$ cat config.mk
export PLATFORM = sky130hd
export DESIGN_NAME = dut_out_sampler
export DESIGN_NICKNAME = d
export VERILOG_FILES = /design/src/rtl/dut_out_sampler.sv
export SDC_FILE = /design/constraint.sdc
export NUM_CORES = 1
export LEC_CHECK = 0
export CORE_MARGIN = 5
export CORE_UTILIZATION = 47
export CTS_BUF_LIST = sky130_fd_sc_hd__clkbuf_8 sky130_fd_sc_hd__clkbuf_16
export CTS_CLUSTER_DIAMETER = 60
export DETAILED_ROUTE_END_ITERATION = 8
export HOLD_SLACK_MARGIN = 0.12
export PLACE_DENSITY = 0.84
export SKIP_CTS_REPAIR_TIMING = 1
export SYNTH_ARGS = -nofsm -noshare
export SYNTH_HDL_FRONTEND = slang
export SYNTH_SLANG_ARGS = --single-unit
$ cat constraint.sdc
create_clock -name clk1 -period 6.7 [get_ports clk1]
set_clock_uncertainty 0.1 [all_clocks]
set_input_delay 0.67 -clock clk1 [delete_from_list [all_inputs] [get_ports clk1]]
set_output_delay 0.67 -clock clk1 [all_outputs]
set_load 0.005 [all_outputs]
$ cat src/rtl/dut_out_sampler.sv
// Capture stage for DUT passthrough outputs: packs each enabled sample into one word and buffers it in a FWFT FIFO.
// Optional running checksum of accepted samples is enabled by defining DUT_OUT_SAMPLER_CHECKSUM_EN.
module dut_out_sampler #(
    parameter int DATA_WIDTH = 4,
    parameter int BUS_WIDTH  = 2,
    parameter int DEPTH      = 4,
    localparam int W  = 1 + BUS_WIDTH + DATA_WIDTH * (BUS_WIDTH + 1),
    localparam int CW = $clog2(DEPTH + 1)
) (
    input  logic                         clk1,
    input  logic                         rst_n,
    input  logic                         clear,
    input  logic                         sample_en,
    input  logic                         s_out1,
    input  logic                         s_out2 [BUS_WIDTH],
    input  logic signed [DATA_WIDTH-1:0] s_out3,
    input  logic signed [DATA_WIDTH-1:0] s_out4 [BUS_WIDTH],
    output logic [W-1:0]                 m_data,
    output logic                         m_valid,
    input  logic                         m_ready,
    output logic [CW-1:0]                count,
    output logic                         full,
    output logic                         empty,
    output logic                         overflow,
    output logic [15:0]                  drop_cnt,
    output logic signed [31:0]           checksum
);

    localparam int PW = (DEPTH > 1) ? $clog2(DEPTH) : 1;

    logic [W-1:0]  mem_reg [DEPTH];
    logic [PW-1:0] wr_ptr_reg;
    logic [PW-1:0] rd_ptr_reg;
    logic [CW-1:0] count_reg;
    logic          overflow_reg;
    logic [15:0]   drop_cnt_reg;
    logic [W-1:0]  sample_word;
    logic          push;
    logic          pop;
    logic          drop;

    // Field order MSB..LSB: out1, out2[BW-1..0], out3, out4[BW-1..0]; bits copied as-is.
    genvar gi;
    generate
        for (gi = 0; gi < BUS_WIDTH; gi++) begin : g_pack
            assign sample_word[gi*DATA_WIDTH +: DATA_WIDTH]          = s_out4[gi];
            assign sample_word[(BUS_WIDTH+1)*DATA_WIDTH + gi]        = s_out2[gi];
        end
    endgenerate
    assign sample_word[BUS_WIDTH*DATA_WIDTH +: DATA_WIDTH] = s_out3;
    assign sample_word[W-1]                                = s_out1;

    assign full     = (count_reg == CW'(DEPTH));
    assign empty    = (count_reg == '0);
    assign m_valid  = !empty;
    assign m_data   = mem_reg[rd_ptr_reg];
    assign count    = count_reg;
    assign overflow = overflow_reg;
    assign drop_cnt = drop_cnt_reg;

    // clear suppresses any transfer requested in the same cycle.
    assign pop  = m_valid && m_ready && !clear;
    assign push = sample_en && (!full || pop) && !clear;
    assign drop = sample_en && full && !pop && !clear;

    always_ff @(posedge clk1 or negedge rst_n) begin
        if (!rst_n) begin
            wr_ptr_reg <= '0;
            rd_ptr_reg <= '0;
            count_reg  <= '0;
            for (int i = 0; i < DEPTH; i++) begin
                mem_reg[i] <= '0;
            end
        end else if (clear) begin
            wr_ptr_reg <= '0;
            rd_ptr_reg <= '0;
            count_reg  <= '0;
        end else begin
            if (push) begin
                mem_reg[wr_ptr_reg] <= sample_word;
                wr_ptr_reg          <= wr_ptr_reg + PW'(1);
            end
            if (pop) begin
                rd_ptr_reg <= rd_ptr_reg + PW'(1);
            end
            case ({push, pop})
                2'b10:   count_reg <= count_reg + CW'(1);
                2'b01:   count_reg <= count_reg - CW'(1);
                default: count_reg <= count_reg;
            endcase
        end
    end

    always_ff @(posedge clk1 or negedge rst_n) begin
        if (!rst_n) begin
            overflow_reg <= 1'b0;
            drop_cnt_reg <= '0;
        end else if (clear) begin
            overflow_reg <= 1'b0;
            drop_cnt_reg <= '0;
        end else if (drop) begin
            overflow_reg <= 1'b1;
            if (drop_cnt_reg != 16'hFFFF) begin
                drop_cnt_reg <= drop_cnt_reg + 16'd1;
            end
        end
    end

`ifdef DUT_OUT_SAMPLER_CHECKSUM_EN
    logic signed [31:0] sample_sum;
    logic signed [31:0] checksum_reg;

    always_comb begin
        sample_sum = {{(32-DATA_WIDTH){s_out3[DATA_WIDTH-1]}}, s_out3};
        for (int i = 0; i < BUS_WIDTH; i++) begin
            sample_sum = sample_sum + {{(32-DATA_WIDTH){s_out4[i][DATA_WIDTH-1]}}, s_out4[i]};
        end
    end

    always_ff @(posedge clk1 or negedge rst_n) begin
        if (!rst_n) begin
            checksum_reg <= '0;
        end else if (clear) begin
            checksum_reg <= '0;
        end else if (push) begin
            checksum_reg <= checksum_reg + sample_sum;
        end
    end

    assign checksum = checksum_reg;
`else
    assign checksum = '0;
`endif

endmodule

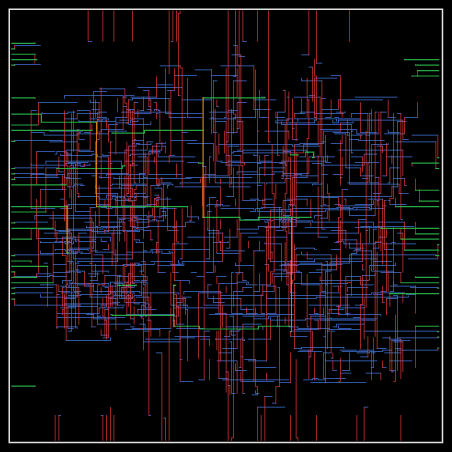
Figure 1: run 1, metal layers overlaid.
Scale: 4 px per um.
| colour | layer | wire length |
|---|---|---|
| blue | M1 | 3580 um |
| green | M3 | 464 um |
| orange | M4 | 100 um |
| red | M2 | 4310 um |
GR Util All Layers: 15.6%
Avg WL per Cell: 16.2 um

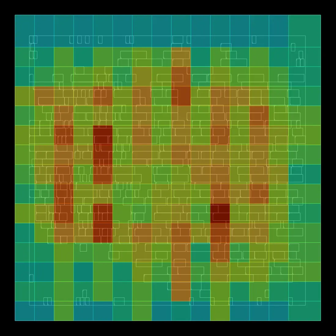
Figure 2: run 1, routing congestion map.
fin util: 55.8%
met2 GRT Util: 26.5%
GR peak layer: met2
grt met3 use: 5.13%

==> results.txt, run 1 <==
run results: top cells by count 84 x dfrtp_1, 61 x mux2_1, 34 x buf_4, 23 x nor2_1, 15 x mux4_2, hpwl dp 5910 um, pre-CTS setup slack 3.49 ns, die area 11700 sq um, Sink Count 84, area share, top type 46.6%, Comb gate area between 2000 and 2500 sq um, initial antenna violation count 0, Top Layout Cells 84 x dfrtp_1, 61 x mux2_1, 56 x clkdlybuf4s50_1, 32 x conb_1, 23 x nor2_1, # diodes 0, Comb. pwr 0.345 mW, f_max 304 MHz, min cycle time layout 3.29 ns, CTS max path bufs 2, Switching Share 27.4%, first-pass detailed-route iteration total 4, Clock power frac approximately a quarter, YS chip area 4510 sq um, # clk buffers 9, logic share of the area 41.0%, max-slew violations 0, # Cells Yosys around 340, Dominant flop cell dfrtp_1, flip-flops 84, Final Instance Count excl. Fillers 521, Dominant combinational family multiplexers, WL met2 4310 um, FFs w/ async S/R, synth 100%, power share of the combinational group 24.4%, P_seq 0.708 mW, Tot Pwr 1.42 mW, FP Util roughly half, crit-path leading delay family flip-flops, power density cells 273 nW/um^2, Synth Seq Share 46.6%, most frequent cell after synthesis dfrtp_1, largest cell class by area combinational gates, R2R depth 6, yosys simple share 11.7%, synth-to-layout area growth 15.0%, sequence of cells on the critical path mux4_2 -> clkdlybuf4s50_1, status complete, no violations, Leak Pwr 2.17 nW, multiplexer share of the synthesized area 22.9%, placed cell areas 4990 sq um, Reg power frac 50.0%, Top Consumer sequential cells, final hold slack roughly 0.35 ns, met1 Use GR 19.2%, yosys warns 0, max FFs per register 60, PortBufs 57, gpl congestion 0.776, endpoints failing setup 0, Synth Instances 336, wl on met1 3580 um, storage element area 2100 sq um, CP peak stage delay 1.06 ns, Clk pin slew, worst setup/hold paths ~0.090 ns
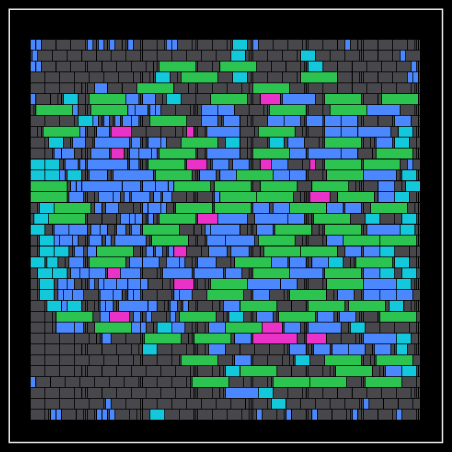
Figure 3: run 1, placement by cell class.
Scale: 4 px per um. Fill, decap, tap and diode cells in grey.
| colour | class | cells | share of their area |
|---|---|---|---|
| cyan | remaining buffers and delay cells | 58 | 11% |
| blue | remaining logic cells | 234 | 43% |
| magenta | clock drivers and dummy loads | 16 | 3.9% |
| green | registers | 84 | 42% |
Seq area share: 40.5%
core area: 9280 sq um
fin area: 5180 sq um

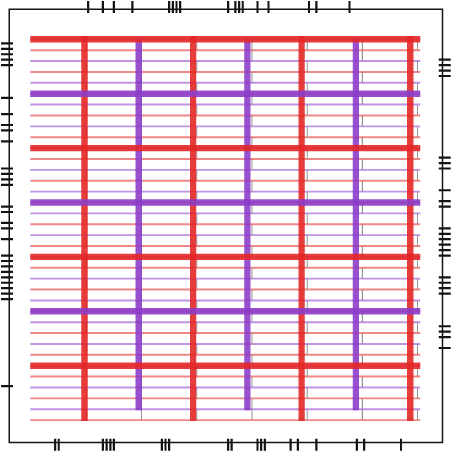
Figure 4: run 1, supply network.
Scale: 4 px per um. Pins as bars on the die edge. Tap cells in grey.
| colour | net |
|---|---|
| red | VSS |
| purple | VDD |
met4 straps: 7
rows: 35
Worst IR Drop VDD: 132 uV
chip height: 108 um
Horiz. Die Dim: 108 um

Figure 5. Clock wires, drivers and flops (run 1).
Scale: 3 px per um.
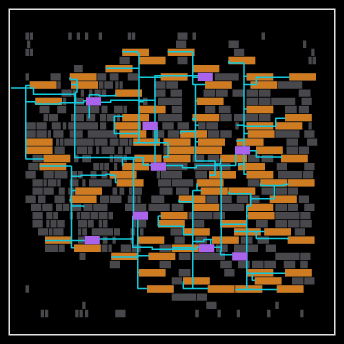

==> run 1 -> run 2 <==
==> constraint.sdc (replaced) <==
create_clock -name clk1 -period 3.04 [get_ports clk1]
set_clock_uncertainty 0.1 [all_clocks]
set_input_delay 0.304 -clock clk1 [delete_from_list [all_inputs] [get_ports clk1]]
set_output_delay 0.304 -clock clk1 [all_outputs]
set_load 0.005 [all_outputs]
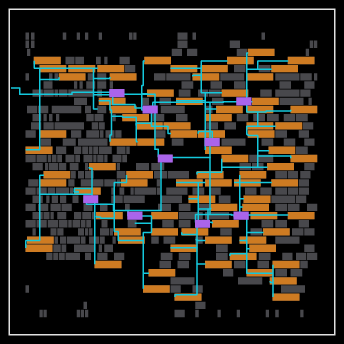
Figure 6: run 2, clock wires, drivers and flops.
Scale: 3 px per um.
[purple] clock-net drivers | count: 9
[orange] flip-flops | count: 84
[cyan] clock wires | length: 991 um
routed clock nets: 10

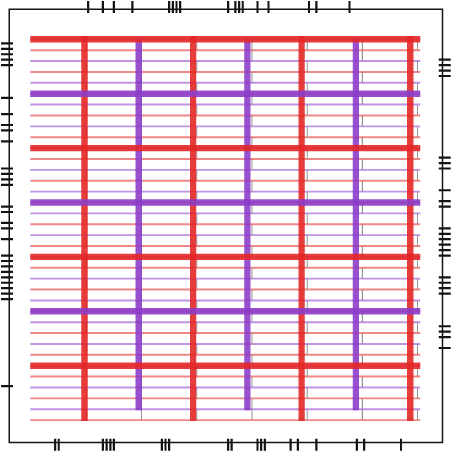
Figure 7: run 2, supply network.
Scale: 4 px per um. Pins as bars on the die edge. Tap cells in grey.
| colour | net |
|---|---|
| purple | VDD |
| red | VSS |
signal pins: 90
met5 straps: 7
tap cells: 129

==> results.txt, run 2 <==
run results: Sink Count 84 (unchanged), GR Util All Layers 15.7% (was 15.6%), row count 35 (unchanged), endpoints failing setup 0 (unchanged), Dominant flop cell dfrtp_1 (unchanged), PortBufs 57 (unchanged), Dominant combinational family multiplexers (unchanged), 1st-iter DRT viols 73 (was 62), placed cell areas 5030 sq um (was 4990 sq um), Top Consumer sequential cells (unchanged), post-synth top area cell dfrtp_1 (unchanged), logic share of the area 40.8% (was 41.0%), Synth Instances 336 (unchanged), die area 11700 sq um (unchanged), Synth Seq Share 46.6% (unchanged), Routed Antenna Nets 0 (unchanged), max FFs per register 60 (unchanged), storage element area 2100 sq um (unchanged), chip height 108 um (unchanged), Switching Share 28.0% (was 27.4%), flip-flops 84 (unchanged), YS chip area 4510 sq um (unchanged), # Cells Yosys 336 (unchanged), Tot Pwr 3.03 mW (was 1.42 mW), GR peak layer met2 (unchanged), Reg power frac 50.6% (was 50.0%), Leak Pwr 2.18 nW (was 2.17 nW), CP peak stage delay 0.91 ns (was 1.06 ns), fin area 5220 sq um (was 5180 sq um), Clk pin slew, worst setup/hold paths 0.08 ns (was 0.09 ns), worst hold path type reg2reg (was in2async), Seq area share 40.3% (was 40.5%), area share, top type 46.6% (unchanged), uppermost layer routed met4 (unchanged), R2R depth 7 (was 6), pre-CTS setup slack 0.561 ns (was 3.49 ns), f_max 390 MHz, hpwl dp 5920 um (was 5910 um), WL met2 4410 um (was 4310 um), status complete, no violations (unchanged), met2 GRT Util 27.2% (was 26.5%), sequence of cells on the critical path mux4_2 -> clkdlybuf4s50_1 (unchanged), Worst IR Drop VDD 246 uV (was 132 uV), Top Layout Cells 84 x dfrtp_1, 61 x mux2_1, 56 x clkdlybuf4s50_1, 32 x conb_1, 23 x nor2_1 (unchanged), gpl congestion 0.735 (was 0.776), wl on met1 3560 um (was 3580 um), most frequent cell after synthesis dfrtp_1 (unchanged), FFs w/ async S/R, synth 100% (unchanged), top cells by count 84 x dfrtp_1, 61 x mux2_1, 34 x buf_4, 23 x nor2_1, 15 x mux4_2 (unchanged), crit-path leading delay family flip-flops (unchanged), synth-to-layout area growth 15.6% (was 15.0%), Netlist Area Pre-Place 4510 sq um (unchanged), P_seq 1.54 mW (was 0.708 mW), multiplexer share of the synthesized area 22.9% (unchanged), Horiz. Die Dim 108 um (unchanged), # diodes 0 (unchanged), first-pass detailed-route iteration total 4 (unchanged), # clk buffers 9 (unchanged), largest cell class by area combinational gates (unchanged), yosys simple share 11.7% (unchanged), power share of the combinational group 26.2% (was 24.4%), initial antenna violation count 0 (unchanged), reg-to-reg slack, setup 0.65 ns (was 4.13 ns), CTS max path bufs 2 (unchanged), power density cells 582 nW/um^2 (was 273 nW/um^2), max-slew violations 0 (unchanged), Clock power frac 23.3% (was 25.6%), Comb. pwr 0.794 mW (was 0.345 mW)
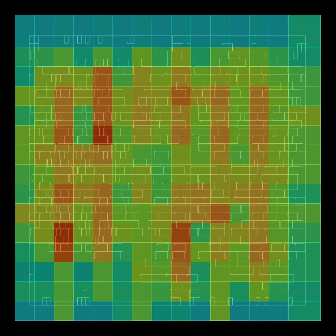
Figure 8: run 2, routing congestion map.
fin util: 56.2%
met1 Use GR: 19.4%
Avg WL per Cell: 16.2 um
grt met3 use: 4.96%

Power is estimated from default activity; no workload was simulated.
